## src/rtl/pong_pkg.sv

```systemverilog
// Shared types and helpers for the pong match controller and its sibling blocks.
package pong_pkg;

  localparam int unsigned MAX_PLAYERS = 4;
  localparam int unsigned MAX_SCORE_W = 16;
  localparam int unsigned PACK_W      = MAX_PLAYERS * MAX_SCORE_W;

  typedef enum logic [2:0] {
    ST_IDLE,
    ST_SERVE,
    ST_PLAY,
    ST_POINT,
    ST_OVER
  } match_state_t;

  // Extract player idx's score from a packed score vector zero-extended to PACK_W.
  function automatic logic [MAX_SCORE_W-1:0] score_slice(input logic [PACK_W-1:0] packed_scores,
                                                         input int unsigned idx,
                                                         input int unsigned score_w);
    logic [PACK_W-1:0]      shifted;
    logic [MAX_SCORE_W-1:0] mask;
    shifted = packed_scores >> (idx * score_w);
    mask    = MAX_SCORE_W'((33'd1 << score_w) - 33'd1);
    return shifted[MAX_SCORE_W-1:0] & mask;
  endfunction

endpackage

```

## src/rtl/frame_timer.sv

```systemverilog
// Frame tick from vsync falling edges plus a clearable, holdable frame counter.
module frame_timer
  import pong_pkg::*;
#(
  parameter int unsigned CNT_W = 8
) (
  input  logic             clk,
  input  logic             reset_n,
  input  logic             vsync,
  input  logic             clr,
  input  logic             hold,
  output logic             frame_tick_c,
  output logic [CNT_W-1:0] frame_cnt
);

  logic vsync_q;

  assign frame_tick_c = vsync_q & ~vsync;

  // Clear wins over counting so a state entry always starts from zero.
  always_ff @(posedge clk or negedge reset_n) begin
    if (!reset_n) begin
      vsync_q   <= 1'b1;
      frame_cnt <= '0;
    end else begin
      vsync_q <= vsync;
      if (clr) begin
        frame_cnt <= '0;
      end else if (frame_tick_c && !hold) begin
        frame_cnt <= frame_cnt + CNT_W'(1);
      end
    end
  end

endmodule

```

## src/rtl/match_ctrl.sv

```systemverilog
// Pong match sequencing: serve/play/point/game-over flow and score keeping.
// Define MATCH_CTRL_WIN_BY_TWO_EN to require a two-point lead to win.
module match_ctrl
  import pong_pkg::*;
#(
  parameter int unsigned NUM_PLAYERS  = 2,
  parameter int unsigned SCORE_W      = 4,
  parameter int unsigned WIN_SCORE    = 10,
  parameter int unsigned SERVE_FRAMES = 60,
  parameter int unsigned OVER_FRAMES  = 180
) (
  input  logic                          clk,
  input  logic                          reset_n,
  input  logic                          vsync,
  input  logic                          start,
  input  logic                          pause,
  input  logic [NUM_PLAYERS-1:0]        score_pulse,
  output logic [NUM_PLAYERS*SCORE_W-1:0] scores,
  output logic                          round_rst,
  output logic                          play_en,
  output logic [1:0]                    serve_to,
  output logic                          game_over,
  output logic [1:0]                    winner
);

  localparam int unsigned FRAME_MAX = (SERVE_FRAMES > OVER_FRAMES) ? SERVE_FRAMES : OVER_FRAMES;
  localparam int unsigned CNT_W     = $clog2(FRAME_MAX + 1);
  localparam int unsigned SCORES_W  = NUM_PLAYERS * SCORE_W;

  match_state_t          state_q, state_d;
  logic [SCORES_W-1:0]   scores_d;
  logic [1:0]            serve_to_d, winner_d, pt_idx_q, pt_idx_d, hit_idx;
  logic                  round_rst_d, play_en_d, game_over_d;
  logic                  new_match, win_c;
  logic [SCORE_W-1:0]    hit_score, pt_score;
  logic                  frame_tick_c, frame_clr_c, frame_hold_c;
  logic [CNT_W-1:0]      frame_cnt;

  frame_timer #(.CNT_W(CNT_W)) u_frame_timer (
    .clk          (clk),
    .reset_n      (reset_n),
    .vsync        (vsync),
    .clr          (frame_clr_c),
    .hold         (frame_hold_c),
    .frame_tick_c (frame_tick_c),
    .frame_cnt    (frame_cnt)
  );

  always_ff @(posedge clk or negedge reset_n) begin
    if (!reset_n) begin
      state_q   <= ST_IDLE;
      scores    <= '0;
      round_rst <= 1'b0;
      play_en   <= 1'b0;
      serve_to  <= 2'd0;
      game_over <= 1'b0;
      winner    <= 2'd0;
      pt_idx_q  <= 2'd0;
    end else begin
      state_q   <= state_d;
      scores    <= scores_d;
      round_rst <= round_rst_d;
      play_en   <= play_en_d;
      serve_to  <= serve_to_d;
      game_over <= game_over_d;
      winner    <= winner_d;
      pt_idx_q  <= pt_idx_d;
    end
  end

  always_comb begin
    state_d     = state_q;
    scores_d    = scores;
    serve_to_d  = serve_to;
    winner_d    = winner;
    pt_idx_d    = pt_idx_q;
    round_rst_d = 1'b0;
    new_match   = 1'b0;
    hit_idx     = 2'd0;

    // Lowest set index wins a simultaneous score.
    for (int i = int'(NUM_PLAYERS) - 1; i >= 0; i--) begin
      if (score_pulse[i]) hit_idx = 2'(i);
    end
    hit_score = SCORE_W'(score_slice(PACK_W'(scores), 32'(hit_idx), SCORE_W));
    pt_score  = SCORE_W'(score_slice(PACK_W'(scores), 32'(pt_idx_q), SCORE_W));

    win_c = (pt_score >= SCORE_W'(WIN_SCORE));
`ifdef MATCH_CTRL_WIN_BY_TWO_EN
    for (int j = 0; j < int'(NUM_PLAYERS); j++) begin
      if ((2'(j) != pt_idx_q) &&
          ({1'b0, pt_score} < ({1'b0, SCORE_W'(score_slice(PACK_W'(scores), 32'(j), SCORE_W))}
                               + (SCORE_W+1)'(2)))) begin
        win_c = 1'b0;
      end
    end
`endif

    case (state_q)
      ST_IDLE: begin
        if (start) new_match = 1'b1;
      end
      ST_SERVE: begin
        if (start) begin
          new_match = 1'b1;
        end else if (frame_tick_c && !pause && (frame_cnt == CNT_W'(SERVE_FRAMES - 1))) begin
          state_d = ST_PLAY;
        end
      end
      ST_PLAY: begin
        if (start) begin
          new_match = 1'b1;
        end else if (|score_pulse) begin
          state_d    = ST_POINT;
          pt_idx_d   = hit_idx;
          serve_to_d = hit_idx;
          for (int i = 0; i < int'(NUM_PLAYERS); i++) begin
            if ((2'(i) == hit_idx) && (hit_score != {SCORE_W{1'b1}})) begin
              scores_d[i*SCORE_W +: SCORE_W] = hit_score + SCORE_W'(1);
            end
          end
        end
      end
      ST_POINT: begin
        if (start) begin
          new_match = 1'b1;
        end else if (win_c) begin
          state_d  = ST_OVER;
          winner_d = pt_idx_q;
        end else begin
          state_d     = ST_SERVE;
          round_rst_d = 1'b1;
        end
      end
      ST_OVER: begin
        if (start) begin
          new_match = 1'b1;
        end else if (frame_tick_c && (frame_cnt == CNT_W'(OVER_FRAMES - 1))) begin
          state_d = ST_IDLE;
        end
      end
      default: state_d = ST_IDLE;
    endcase

    if (new_match) begin
      state_d     = ST_SERVE;
      scores_d    = '0;
      round_rst_d = 1'b1;
      serve_to_d  = 2'd0;
    end

    play_en_d    = (state_d == ST_PLAY) && !pause;
    game_over_d  = (state_d == ST_OVER);
    // Counter restarts on every state entry, including a restart back into SERVE.
    frame_clr_c  = new_match || (state_d != state_q);
    frame_hold_c = (state_q == ST_SERVE) ? pause : (state_q != ST_OVER);
  end

endmodule
```

## config.mk

```make
export PLATFORM = sky130hd
export DESIGN_NAME = match_ctrl
export DESIGN_NICKNAME = d
export VERILOG_FILES = /design/src/rtl/pong_pkg.sv /design/src/rtl/frame_timer.sv /design/src/rtl/match_ctrl.sv
export SDC_FILE = /design/constraint.sdc
export NUM_CORES = 1
export LEC_CHECK = 0
export CAP_MARGIN = 20
export CORE_MARGIN = 1
export CORE_UTILIZATION = 53
export DETAILED_ROUTE_END_ITERATION = 8
export PLACE_DENSITY_LB_ADDON = 0.1
export SLEW_MARGIN = 25
export SYNTH_ARGS = -nofsm -noshare
export SYNTH_HDL_FRONTEND = slang
export SYNTH_SLANG_ARGS = --single-unit
```

## constraint.sdc

```tcl
create_clock -name clk -period 1.85 [get_ports clk]
set_input_delay 0.37 -clock clk [delete_from_list [all_inputs] [get_ports clk]]
set_output_delay 0.37 -clock clk [all_outputs]
set_load 0.02 [all_outputs]
```

run_1/cell_density.png
Drawn at 6 px/micron. 11 x 11 tiles, from dark blue (low) to red (high), 0 to 100% covered.
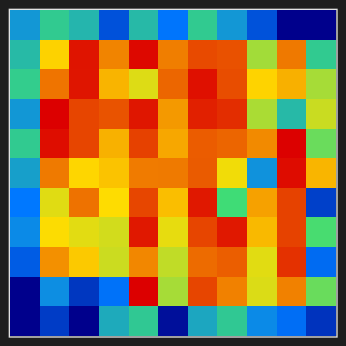
50% of the tiles are over 75% full. The densest ninth of the die: centre. The fullest tile reaches 100%. The emptiest ninth of the die: lower left.
Final Util: 76.75%
FP Core Util: 57.13%
core region area: 2545 sq um

run_1/io_fan.png
Drawn at 4 px/micron.
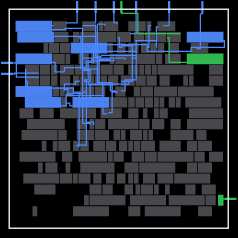
`scores`: shown in blue, bits 8, direction output, edge 6 top, 2 left, end cells 8, wire 466 microns. `winner`: shown in green, bits 2, direction output, edge 1 top, 1 right, end cells 2, wire 41.5 microns.
# IOs: 22
IO Port Bufs: 19

run_1/placement.png
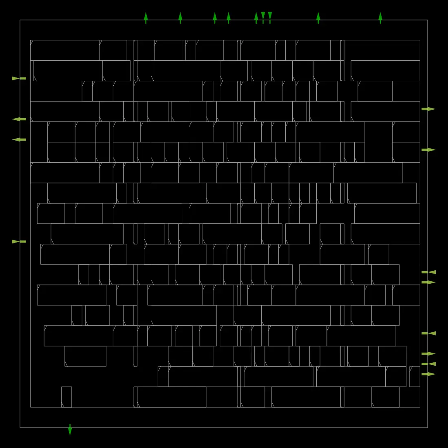
flip-flops: 26
n_taps: 30
register share of the cell area: 33.38%
# fillers: 172
FP Rows: 18

==> run 1: where the power goes <==
| group | total, mW | switching [mW] | internal, mW | leakage [nW] |
|---|---|---|---|---|
| clock network | 0.253 | 0.168 | 0.0844 | 0.0150 |
| logic | 0.0949 | 0.0510 | 0.0439 | 0.546 |
| registers | 0.575 | 0.00213 | 0.573 | 0.352 |
| total | 0.923 | 0.222 | 0.701 | 0.913 |
==> run 1: sequential cells by signal, indices dropped and copies added (netlist names) <==
register and flops:
winner 1, game_over 1, pt_idx_q 1, u_frame_timer.vsync_q 1, state_q 3, u_frame_timer.frame_cnt 8
scores 8, round_rst 1, serve_to 1, play_en 1
==> run 1: routing by layer <==
metal	vias to the layer above	GRT usage [%]
met4	0	8.974
met3	12	2.500
met5	-	0
met1	660	36.98
li1	600	-
met2	60	40.65
==> results.tsv, run 1 <==
stage	metric	value	unit
status	status	completed	
timing	finClkSkew	0.01253	ns
synth	ys_area	1454	sq um
synth	ys_sh_simple	27.62	%
grt	grt_max_degree	27	
routing	vias	1332	
critical_path	path_cells	clkdlybuf4s50_1	
clocking	cts_tree	yes	
synth	common_cells	dfrtp_1 (25), nor2_1 (21), nand2_1 (12), nand3_1 (6)	
critical_path	path_depth	1	
clocking	cts_root_buf	clkbuf_4	
power	p_per_area	472.5	nW/um^2
synth	yosys_warnings	0	
routing	viasPerCell	6.110	
placement	dp_hpwl	2.507	mm
timing	holdWs	0.3893	ns
synth	compound_area_share	11.79	%
final_layout	mi_logic_area	827.0	sq um
timing	slew_violations	0	
clocking	clock.latency.late_pin	0.32	ns
critical_path	path_max_fanout	6	
grt	grt_pass1_vias	1206	
placement	post_dp_cell_area	1831	sq um
clocking	htree_levels	1	
routing	met3_length	229	microns
synth	netlist_area	1454	sq um
synth	mux_area_share	4.991	%
critical_path	cp_top_family	buffers and inverters	
timing	min_period	1.838	ns
final_layout	final_cells	218	
grt	grt_pass1_wl	5.492	mm
timing	setup_violations	0	
die	die_h	54.38	microns
final_layout	final_nets	198	
critical_path	r2r_start	u_frame_timer.frame_cnt[0]$_DFFE_PN0P_	
final_layout	comb_share	42.34	%
==> run 2: changes to the inputs <==
--- a/config.mk
+++ b/config.mk
@@ -9,7 +9,7 @@
 export CORE_MARGIN = 1
 export CORE_UTILIZATION = 53
 export DETAILED_ROUTE_END_ITERATION = 8
-export PLACE_DENSITY_LB_ADDON = 0.1
+export PLACE_DENSITY_LB_ADDON = 0.12
 export SLEW_MARGIN = 25
 export SYNTH_ARGS = -nofsm -noshare
 export SYNTH_HDL_FRONTEND = slang
run_2/placement.png
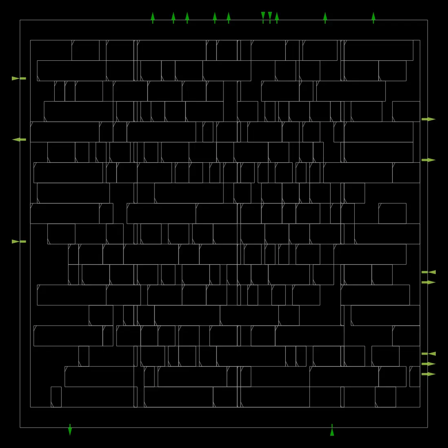
# fillers: 182
register share of the cell area: 33.55%
Final Util: 76.50%
post-route insts no fill: 217

==> results.tsv, run 2 <==
stage	metric	value	unit	change
timing	finClkSkew	0.006969	ns	-0.005562 ns
synth	compound_area_share	11.79	%	unchanged
critical_path	path_max_fanout	4		-2
power	p_per_area	490.6	nW/um^2	+3.8%
clocking	htree_levels	1		unchanged
placement	dp_hpwl	2.385	mm	-4.9%
grt	grt_max_degree	27		unchanged
timing	min_period	1.789	ns	-0.04926 ns
synth	common_cells	dfrtp_1 (25), nor2_1 (21), nand2_1 (12), nand3_1 (6)		
final_layout	fin_area	1947	sq um	
routing	ant_nets	0		
status	status	completed		
final_layout	final_nets	197		-0.51%
synth	ys_sh_simple	27.62	%	unchanged
clocking	clock.latency.late_pin	0.32	ns	about the same
synth	yosys_warnings	0		unchanged
placement	post_dp_cell_area	1831	sq um	unchanged
die	io_pins	22		unchanged
timing	holdWs	0.4019	ns	+0.01258 ns
critical_path	cp_top_family	buffers and inverters		
die	fp_util	57.13	%	unchanged
synth	ys_area	1454	sq um	unchanged
clocking	cts_tree	yes		
routing	viasPerCell	5.724		-6.3%
routing	vias	1242		-6.8%
final_layout	top_regs	scores x8, u_frame_timer.frame_cnt x8, state_q x3		
clocking	numClockSinks	26		
synth	mux_area_share	4.991	%	unchanged
synth	netlist_area	1454	sq um	unchanged
critical_path	cp-endpoint	scores[0]		
run	warning_count	26		
grt	grt_pass1_vias	1198		-0.66%
die	core-area	2545	sq um	unchanged
die	rows	18		unchanged
critical_path	path_cells	clkdlybuf4s50_1		
grt	grt_pass1_wl	5.216	mm	-5.0%
timing	setup_violations	0		unchanged
placement	port-buffer-count	19		unchanged
die	die_h	54.38	microns	unchanged
run 2: layout make-up:
class | instances | area [sq um]
inverter | 2 | 7.507
sequential | 26 | 653.1
fill | 182 | 598.1
clock buffer | 4 | 36.28
tap | 30 | 37.54
multi-input combinational | 110 | 812.0
timing repair buffer | 45 | 400.4
run 2: per-layer routing:
layer	GRT usage [%]	part of all wire (%)	routed length (microns)
met1	33.85	46	1537
met2	40.04	49	1646
met5	0	0	0
met4	11.54	1.1	38
met3	3.889	3.4	115
run 2: power by group:
group          internal, mW  total [mW]  leakage [nW]  switching, mW
sequential            0.573       0.575         0.352        0.00200
clock                 0.120       0.289        0.0210          0.169
combinational        0.0421      0.0912         0.580         0.0491
total                 0.736       0.955         0.952          0.220
Power figures rest on the tool's default switching activity, not on a simulated workload.
